`src/rtl/response_collector_pkg.sv`:
```
// Shared definitions for the response collector and the responder stage.
// Holds the response packet field offsets (single source for both sides),
// the default widths and the collector FSM state encoding.
package response_collector_pkg;

    localparam int unsigned DEFAULT_DATA_W = 16;
    localparam int unsigned DEFAULT_RID_W  = 6;

    // Response packet layout, LSB first: valid, dest, reg_id, data.
    localparam int unsigned VALID_BIT = 0;
    localparam int unsigned DEST_LSB  = 1;
    localparam int unsigned DEST_W    = 2;
    localparam int unsigned RID_LSB   = 3;
    localparam int unsigned DATA_LSB  = RID_LSB + DEFAULT_RID_W;

    typedef enum logic [1:0] {
        StIdle  = 2'd0,
        StFetch = 2'd1,
        StCheck = 2'd2,
        StWrite = 2'd3
    } rc_state_e;

endpackage

```
`src/rtl/response_collector_if.sv`:
```
// Bus bundle between the response collector, the NoC egress FIFO and the
// local result register file.
//   empty    : FIFO empty
//   dataIn   : FIFO read data, valid one cycle after read
//   read     : FIFO pop strobe
//   wr_ready : register file can accept a write
//   wr_en    : result write strobe
//   wr_addr  : result address (reg_id)
//   wr_data  : reply data
// master = collector side, slave = FIFO / register file side.
interface response_collector_if #(
    parameter int unsigned DATA_W = 16,
    parameter int unsigned RID_W  = 6
) ();
    localparam int unsigned RESP_W = DATA_W + RID_W + 3;

    logic              empty;
    logic [RESP_W-1:0] dataIn;
    logic              read;
    logic              wr_ready;
    logic              wr_en;
    logic [RID_W-1:0]  wr_addr;
    logic [DATA_W-1:0] wr_data;

    modport master (
        input  empty,
        input  dataIn,
        output read,
        input  wr_ready,
        output wr_en,
        output wr_addr,
        output wr_data
    );

    modport slave (
        output empty,
        output dataIn,
        input  read,
        output wr_ready,
        input  wr_en,
        input  wr_addr,
        input  wr_data
    );
endinterface

```
`src/rtl/rc_scoreboard.sv`:
```
// Outstanding-request scoreboard: one bit per reg_id plus an in-flight count.
//   clk, reset     : clock, synchronous active-high reset
//   set_i/set_idx_i: issue of a new request (sets the bit if clear)
//   clr_i/clr_idx_i: accepted response (clears the bit)
//   hit_o          : current bit for clr_idx_i (used as the test port)
//   reissue_o      : registered 1-cycle pulse, issue to an already-set bit
//   outstanding_o  : registered count of set bits
//   all_done_o     : registered, outstanding == 0
module rc_scoreboard #(
    parameter int unsigned RID_W = 6
) (
    input  logic             clk,
    input  logic             reset,
    input  logic             set_i,
    input  logic [RID_W-1:0] set_idx_i,
    input  logic             clr_i,
    input  logic [RID_W-1:0] clr_idx_i,
    output logic             hit_o,
    output logic             reissue_o,
    output logic [RID_W:0]   outstanding_o,
    output logic             all_done_o
);
    localparam int unsigned Depth = 1 << RID_W;

    logic [Depth-1:0] bits_q, bits_d, after_clr;
    logic [RID_W:0]   cnt_q, cnt_d;
    logic             reissue_q, reissue_d;
    logic             all_done_q;
    logic             set_acc;

    always_comb begin
        // Clear is applied before set so a same-cycle clear/set of one
        // reg_id leaves the bit set with no reissue error.
        after_clr = bits_q;
        if (clr_i) begin
            after_clr[clr_idx_i] = 1'b0;
        end
        set_acc   = set_i && !after_clr[set_idx_i];
        reissue_d = set_i && after_clr[set_idx_i];
        bits_d    = after_clr;
        if (set_acc) begin
            bits_d[set_idx_i] = 1'b1;
        end
        cnt_d = cnt_q + {{RID_W{1'b0}}, set_acc} - {{RID_W{1'b0}}, clr_i};
    end

    always_ff @(posedge clk) begin
        if (reset) begin
            bits_q     <= '0;
            cnt_q      <= '0;
            reissue_q  <= 1'b0;
            all_done_q <= 1'b1;
        end else begin
            bits_q     <= bits_d;
            cnt_q      <= cnt_d;
            reissue_q  <= reissue_d;
            all_done_q <= (cnt_d == '0);
        end
    end

    assign hit_o         = bits_q[clr_idx_i];
    assign reissue_o     = reissue_q;
    assign outstanding_o = cnt_q;
    assign all_done_o    = all_done_q;
endmodule

```
`src/rtl/response_collector.sv`:
```
// Requestor-side sink for the responder NoC. Pops response packets from the
// egress FIFO, checks them against the outstanding-request scoreboard and
// forwards accepted reply data to the result register file.
//   clk, reset        : clock, synchronous active-high reset
//   my_id             : this node's port ID
//   rsp               : FIFO pop / register-file write bundle (master side)
//   issue_valid/_reg_id: locally issued request
//   outstanding       : in-flight request count
//   all_done          : outstanding == 0
//   err_misroute      : pulse, dest != my_id
//   err_unexpected    : pulse, response for a reg_id not outstanding
//   err_reissue       : pulse, issue to a reg_id already outstanding
module response_collector
    import response_collector_pkg::*;
#(
    parameter int unsigned DATA_W = DEFAULT_DATA_W,
    parameter int unsigned RID_W  = DEFAULT_RID_W,
    parameter int unsigned RESP_W = DATA_W + RID_W + 3
) (
    input  logic                 clk,
    input  logic                 reset,
    input  logic [DEST_W-1:0]    my_id,
    response_collector_if.master rsp,
    input  logic                 issue_valid,
    input  logic [RID_W-1:0]     issue_reg_id,
    output logic [RID_W:0]       outstanding,
    output logic                 all_done,
    output logic                 err_misroute,
    output logic                 err_unexpected,
    output logic                 err_reissue
);
    localparam int unsigned DataLsb = RID_LSB + RID_W;

    rc_state_e         state_q, state_d;
    logic [RESP_W-1:0] pkt_q, pkt_d;
    logic              wr_en_q, wr_en_d;
    logic [RID_W-1:0]  wr_addr_q, wr_addr_d;
    logic [DATA_W-1:0] wr_data_q, wr_data_d;
    logic              err_misroute_q, err_misroute_d;
    logic              err_unexp_q, err_unexp_d;
    logic              fifo_read;
    logic              sb_clr, sb_hit;

    logic              pkt_valid;
    logic [DEST_W-1:0] pkt_dest;
    logic [RID_W-1:0]  pkt_rid;
    logic [DATA_W-1:0] pkt_data;

    assign pkt_valid = pkt_q[VALID_BIT];
    assign pkt_dest  = pkt_q[DEST_LSB +: DEST_W];
    assign pkt_rid   = pkt_q[RID_LSB +: RID_W];
    assign pkt_data  = pkt_q[DataLsb +: DATA_W];

    rc_scoreboard #(
        .RID_W (RID_W)
    ) u_scoreboard (
        .clk           (clk),
        .reset         (reset),
        .set_i         (issue_valid),
        .set_idx_i     (issue_reg_id),
        .clr_i         (sb_clr),
        .clr_idx_i     (pkt_rid),
        .hit_o         (sb_hit),
        .reissue_o     (err_reissue),
        .outstanding_o (outstanding),
        .all_done_o    (all_done)
    );

    always_comb begin
        state_d        = state_q;
        pkt_d          = pkt_q;
        wr_en_d        = wr_en_q;
        wr_addr_d      = wr_addr_q;
        wr_data_d      = wr_data_q;
        err_misroute_d = 1'b0;
        err_unexp_d    = 1'b0;
        fifo_read      = 1'b0;
        sb_clr         = 1'b0;

        unique case (state_q)
            StIdle: begin
                // Gated by reset so nothing is popped while reset is held.
                if (!rsp.empty && rsp.wr_ready && !reset) begin
                    fifo_read = 1'b1;
                    state_d   = StFetch;
                end
            end
            StFetch: begin
                pkt_d   = rsp.dataIn;
                state_d = StCheck;
            end
            StCheck: begin
                state_d = StIdle;
                if (!pkt_valid) begin
                    // Empty slot, dropped silently.
                end else if (pkt_dest != my_id) begin
                    err_misroute_d = 1'b1;
                end else if (!sb_hit) begin
                    err_unexp_d = 1'b1;
                end else begin
                    sb_clr    = 1'b1;
                    wr_en_d   = 1'b1;
                    wr_addr_d = pkt_rid;
                    wr_data_d = pkt_data;
                    state_d   = StWrite;
                end
            end
            StWrite: begin
                if (rsp.wr_ready) begin
                    wr_en_d = 1'b0;
                    state_d = StIdle;
                end
            end
        endcase
    end

    always_ff @(posedge clk) begin
        if (reset) begin
            state_q        <= StIdle;
            pkt_q          <= '0;
            wr_en_q        <= 1'b0;
            wr_addr_q      <= '0;
            wr_data_q      <= '0;
            err_misroute_q <= 1'b0;
            err_unexp_q    <= 1'b0;
        end else begin
            state_q        <= state_d;
            pkt_q          <= pkt_d;
            wr_en_q        <= wr_en_d;
            wr_addr_q      <= wr_addr_d;
            wr_data_q      <= wr_data_d;
            err_misroute_q <= err_misroute_d;
            err_unexp_q    <= err_unexp_d;
        end
    end

    assign rsp.read       = fifo_read;
    assign rsp.wr_en      = wr_en_q;
    assign rsp.wr_addr    = wr_addr_q;
    assign rsp.wr_data    = wr_data_q;
    assign err_misroute   = err_misroute_q;
    assign err_unexpected = err_unexp_q;
endmodule

```
`src/flat_wrapper.sv`:
```
// flat-port wrapper written by rule: the top's interface ports become plain ports
module response_collector_flat import response_collector_pkg::*;
#(
    parameter int unsigned DATA_W = DEFAULT_DATA_W,
    parameter int unsigned RID_W  = DEFAULT_RID_W,
    parameter int unsigned RESP_W = DATA_W + RID_W + 3
)
  (clk, reset, my_id, issue_valid, issue_reg_id, outstanding, all_done, err_misroute, err_unexpected, err_reissue, rsp_empty, rsp_dataIn, rsp_read, rsp_wr_ready, rsp_wr_en, rsp_wr_addr, rsp_wr_data);
  response_collector_if #(.DATA_W(DATA_W), .RID_W(RID_W)) rsp_i ();
  input  logic clk;
  input  logic reset;
  input  logic [DEST_W-1:0] my_id;
  input  logic issue_valid;
  input  logic [RID_W-1:0] issue_reg_id;
  output logic [RID_W:0] outstanding;
  output logic all_done;
  output logic err_misroute;
  output logic err_unexpected;
  output logic err_reissue;
  input wire logic [$bits(rsp_i.empty)-1:0] rsp_empty;
  input wire logic [$bits(rsp_i.dataIn)-1:0] rsp_dataIn;
  output wire logic [$bits(rsp_i.read)-1:0] rsp_read;
  input wire logic [$bits(rsp_i.wr_ready)-1:0] rsp_wr_ready;
  output wire logic [$bits(rsp_i.wr_en)-1:0] rsp_wr_en;
  output wire logic [$bits(rsp_i.wr_addr)-1:0] rsp_wr_addr;
  output wire logic [$bits(rsp_i.wr_data)-1:0] rsp_wr_data;
  assign rsp_i.empty = rsp_empty;
  assign rsp_i.dataIn = rsp_dataIn;
  assign rsp_read = rsp_i.read;
  assign rsp_i.wr_ready = rsp_wr_ready;
  assign rsp_wr_en = rsp_i.wr_en;
  assign rsp_wr_addr = rsp_i.wr_addr;
  assign rsp_wr_data = rsp_i.wr_data;
  response_collector #(.DATA_W(DATA_W), .RID_W(RID_W), .RESP_W(RESP_W)) u_core (.clk(clk), .reset(reset), .my_id(my_id), .rsp(rsp_i), .issue_valid(issue_valid), .issue_reg_id(issue_reg_id), .outstanding(outstanding), .all_done(all_done), .err_misroute(err_misroute), .err_unexpected(err_unexpected), .err_reissue(err_reissue));
endmodule
```
`config.mk`:
```
export PLATFORM = sky130hd
export DESIGN_NAME = response_collector_flat
export DESIGN_NICKNAME = d
export VERILOG_FILES = /design/src/rtl/response_collector_pkg.sv /design/src/rtl/response_collector_if.sv /design/src/rtl/rc_scoreboard.sv /design/src/rtl/response_collector.sv /design/src/flat_wrapper.sv
export SDC_FILE = /design/constraint.sdc
export NUM_CORES = 1
export LEC_CHECK = 0
export CORE_MARGIN = 2
export CORE_UTILIZATION = 47
export CTS_CLUSTER_DIAMETER = 100
export DETAILED_ROUTE_END_ITERATION = 12
export PLACE_DENSITY = 0.68
export SLEW_MARGIN = 20
export SYNTH_ARGS = -nofsm -noshare
export SYNTH_HDL_FRONTEND = slang
export SYNTH_SLANG_ARGS = --single-unit
```
`constraint.sdc`:
```
create_clock -name clk -period 16 [get_ports clk]
set_input_delay 4.8 -clock clk [delete_from_list [all_inputs] [get_ports clk]]
set_output_delay 4.8 -clock clk [all_outputs]
set_load 0.02 [all_outputs]
```
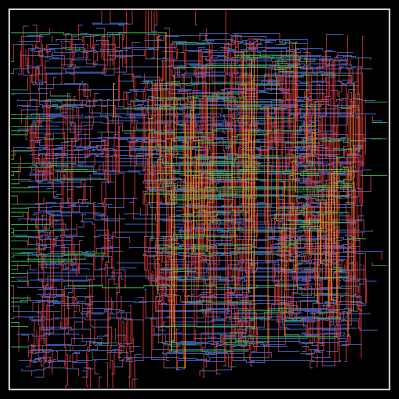
run_1/wires.png
Drawn at 3 px/um.
| color | layer | wire length |
|---|---|---|
| red | metal 2 | 11300 um |
| green | metal 3 | 2600 um |
| blue | metal 1 | 10500 um |
| orange | metal 4 | 1990 um |

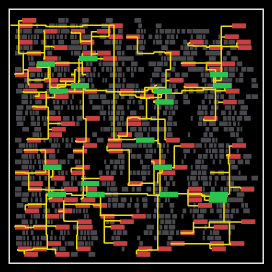
run_1/clk_routes.png
Drawn at 2 px/um.
[yellow] clock wires | length: 1790 um
[red] flip-flops | count: 125
[green] clock drivers | count: 17
routed clock nets: 18

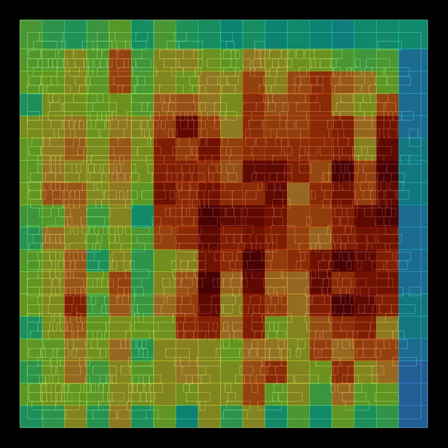
run_1/congestion.png
gr usage total: 32.91%
met3 GRT Util: 8.624%
GR peak layer: met2
Wirelength per Cell: 24.27 um

==> run summary, run 1 <==
fresh numbers from the pnr run: FF-to-FF Start=u_core.pkt_q[5]$_SDFFE_PP0N_, Hold Crit Class=register to register, Worst path depth=4, yosys warns=0, hold wc startpoint=u_core.pkt_q[21]$_SDFFE_PP0N_, Inverters, non-clock=15, yosys synthesis chip area=7024 um^2, max reg flops=around 64, top-count cell post-synth=nand2_1, Hold Path Sink=u_core.rsp.wr_data[12]$_SDFFE_PP0P_, Max clock buf depth=2, num rows=44, reg2reg end=u_core.u_scoreboard.all_done_o$_SDFF_PP1_, Unique masters post-synth=83, Switching Fraction=approximately 28%, clock power share=45.4%, cell-internal power=611.6 uW, Worst Setup SP=rsp_wr_ready, first-pass GRT wire length=40410 um, met2 WL=11260 um, status=finished, final reports clean, Max Cap Violations=0, vias=7333, Initial DRC Count=~1.1k, GRT met2 Usage=48.45%, syn_area_per_cell=just over 8 um^2, mux frac, synth=roughly 5.4%, post-layout util=57.21%, Via density=6.765, TritonCTS clock tree=yes, Largest Register=u_core.u_scoreboard.bits_q, slowest CP cell=clkdlybuf4s50_1, largest net degree at the start of global routing=~66, post-synthesis net count=898, Net Sw Power=between 200 and 250 uW, FP Util=48.15%, max-slew violations=0, slowest stage delay, CP=660 ps, Synth Cell Area=7024 um^2, grt ovf=0, GPL Wtd Cong=1.029, Top class by area=logic gates, Post-Place Setup Slack=approximately 5000 ps, yosys aoi share=23.89%, Antenna Violating Nets Remaining=0, Ports=around 73, Cell Chain, Critical Path=clkdlybuf4s50_1 -> nand2b_1 -> nor4_1 -> clkdlybuf4s50_1, non-filler instance count after layout=1084, Worst-Skew Late Latency=420 ps
## run 1: power by group through the flow
stage          sequential, mW  clock [mW]  combinational [mW]
2_1_floorplan           0.343           0              0.0793
3_3_place_gp            0.338           0               0.126
4_1_cts                 0.332       0.387               0.131
5_1_grt                 0.333       0.403               0.144
3_5_place_dp            0.339           0               0.130
6_report                0.332       0.386               0.132
## run 1: logic make-up after synthesis
logic type                 Yosys count
xor gates and xnor gates            10
AOI/OAI and AO/OA                  235
adders and majority gates            8
DFF                                125
buffers and inverters               86
and+or+nand+nor                    361
muxes                               27
## run 1: metrics by stage
step | hold WS (ps) | instance area, um^2
global placement | 438.1 | 7757
floorplan | 432.1 | 7024
global route | 473.2 | 8347
detailed placement | 442.7 | 7757
CTS | 451.2 | 8341
finish | 450.1 | 8347
==> run 2, diff against run 1 <==
PLACE_DENSITY = 0.71   (was 0.68)
clock period = 9 ns   (was 16 ns; I/O delays follow)
==> run 2 against run 1 <==
Effect of this change:
- synthesized cell count is the same
- register-to-register slack got worse by 6700 ps
- clock power increased by 66%
- clock skew is 3.8 ps higher
- critical path type is now input pin to register
==> run summary, run 2 <==
fresh numbers from the pnr run: slowest CP cell=clkdlybuf4s50_1, Via density=6.624 (-2.1%), post-synthesis net count=898 (unchanged), reg2reg end=u_core.u_scoreboard.all_done_o$_SDFF_PP1_, Hold Crit Class=register to register, n_taps=184, met3 GRT Util=9.303% (+0.68 points), Ports=73 (unchanged), PortBufs=72, hold wc startpoint=u_core.pkt_q[12]$_SDFFE_PP0N_, final hold slack=450.6 ps (+0.5010 ps), largest net degree at the start of global routing=66 (unchanged), buffer share of cell area=10.36%, num rows=44 (unchanged), die x size=126.3 um, syn_area_per_cell=8.244 um^2 (unchanged), Setup TNS=0 ps, max-slew violations=0 (unchanged), final setup violation count=0, Wirelength per Cell=23.35 um (-3.8%), Unique masters post-synth=83 (unchanged), Largest Register=u_core.u_scoreboard.bits_q, cycle use final=85.18%, power per cell area=174.9 nW/um^2, GPL Wtd Cong=1.044 (+1.5%), dpl cell area=7796 um^2 (+0.50%), met2 WL=10830 um (-3.8%), Worst path depth=22 (+18), Root Driver=clkbuf_16, top-count cell post-synth=nand2_1, Initial DRC Count=1159 (+3.0%), GR peak layer=met2, 1st-pass router iterations=5, Top Metal Used=met4, Top class by area=logic gates, top cell type by total area after synthesis=dfxtp_1, worst reg-to-reg setup slack=2870 ps, max reg flops=64 (unchanged), Top Layout Cells=nand2_1, dfxtp_1, clkdlybuf4s50_1, Hold Path Sink=u_core.rsp.wr_data[3]$_SDFFE_PP0P_, WP data required=about 9400 ps, Register Area=2504 um^2, Inverters, non-clock=15 (unchanged), FF-to-FF Start=u_core.pkt_q[5]$_SDFFE_PP0N_, drt drc=0, FP Util=48.15% (unchanged), Worst Path Arrival=between 8000 and 9000 ps, slowest stage delay, CP=1070 ps (+410 ps), Post-Place Setup Slack=936.4 ps (-4029 ps), vias=7213 (-1.6%), first-pass GRT wire length=39680 um (-1.8%), hold depth=2, Synth Cell Area=7024 um^2 (unchanged), Antenna Violating Nets Remaining=0 (unchanged), yosys synthesis chip area=7024 um^2 (unchanged), Top Family by Delay on Critical Path=simple AND/OR/NAND/NOR gates, Synth Area in Adders=1.532%, Max Cap Violations=0 (unchanged), Gate Area=approximately 4200 um^2, yosys warns=0 (unchanged), TritonCTS clock tree=yes, XOR-XNOR Cells, Area Fraction=~1.2%, non-filler instance count after layout=1089 (+0.46%), min Tclk post-route=about 7700 ps, initial antenna violation count=0, mux frac, synth=5.379% (unchanged), Cell Chain, Critical Path=clkdlybuf4s50_1 -> nor2_1 -> nand2_1 -> a21oi_1 -> a2111oi_0 -> and4b_1 -> a21oi_1 -> a211oi_1 -> o2111ai_1 -> or2_1 -> ha_1 -> inv_1 -> ha_1 -> fa_1 -> a21oi_1 -> nor2_1 -> nor2_1 -> o21bai_1 -> a21oi_1 -> xnor2_1 -> nor2_1 -> nor3_1, ys cells=between 800 and 900, Worst Setup SP=issue_reg_id[0], Worst Setup Path Type=input pin to register, CLK BUF=18, status=finished, final reports clean, Max clock buf depth=2 (unchanged), CTS resizes=0, Commonest flop=dfxtp_1, Buffers excl. clock=between 90 and 100, yosys aoi share=23.89% (unchanged), grt ovf=0 (unchanged), post-route cell area=8357 um^2 (+0.12%)
run 2: netlist changes by cell type in the layout (fill, tap and decap cells not counted), moves of 2 or more:
cell	delta
bufinv_16	-2
clkinv_2	+2
clkinv_4	+2
clkbuf_1	-2
buf_4	+5
inv_6	+2
clkinvlp_4	-3
run 2: worst min-delay path, delay by kind of cell (launching register included):
| family | cells | cell delay [ps] |
|---|---|---|
| flip-flops | 1 | 310 |
| AND/OR/NAND/NOR | 1 | 50 |
| AND-OR/OR-AND | 1 | 50 |
run 2: power breakdown:
part           total [mW]  internal [mW]  switching [mW]
logic               0.232         0.0985           0.133
registers           0.589          0.573          0.0167
clock network       0.640          0.364           0.277
total                1.46           1.03           0.427
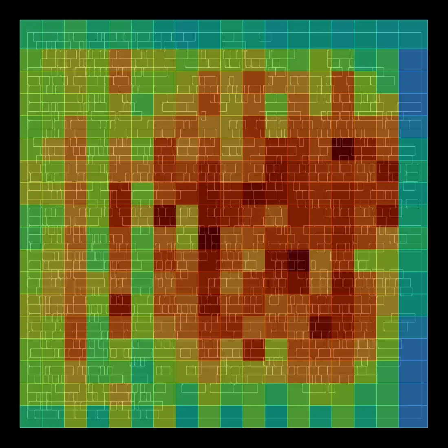
run_2/congestion.png
met1 Usage GRT: 43.23%
post-layout util: 57.28%
gr usage total: 31.98%
GRT met2 Usage: 46.43%

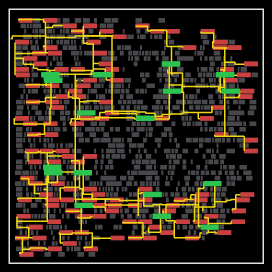
run_2/clk_routes.png
Drawn at 2 px/um.
[red] flip-flops | count: 125
[green] clock drivers | count: 17
[yellow] clock wires | length: 1690 um
flops lie: spread over the die
clock power share: 43.8%
Fin Clk Skew: 11.75 ps
Worst-Skew Late Latency: 430 ps

Power is estimated from default activity; no workload was simulated.
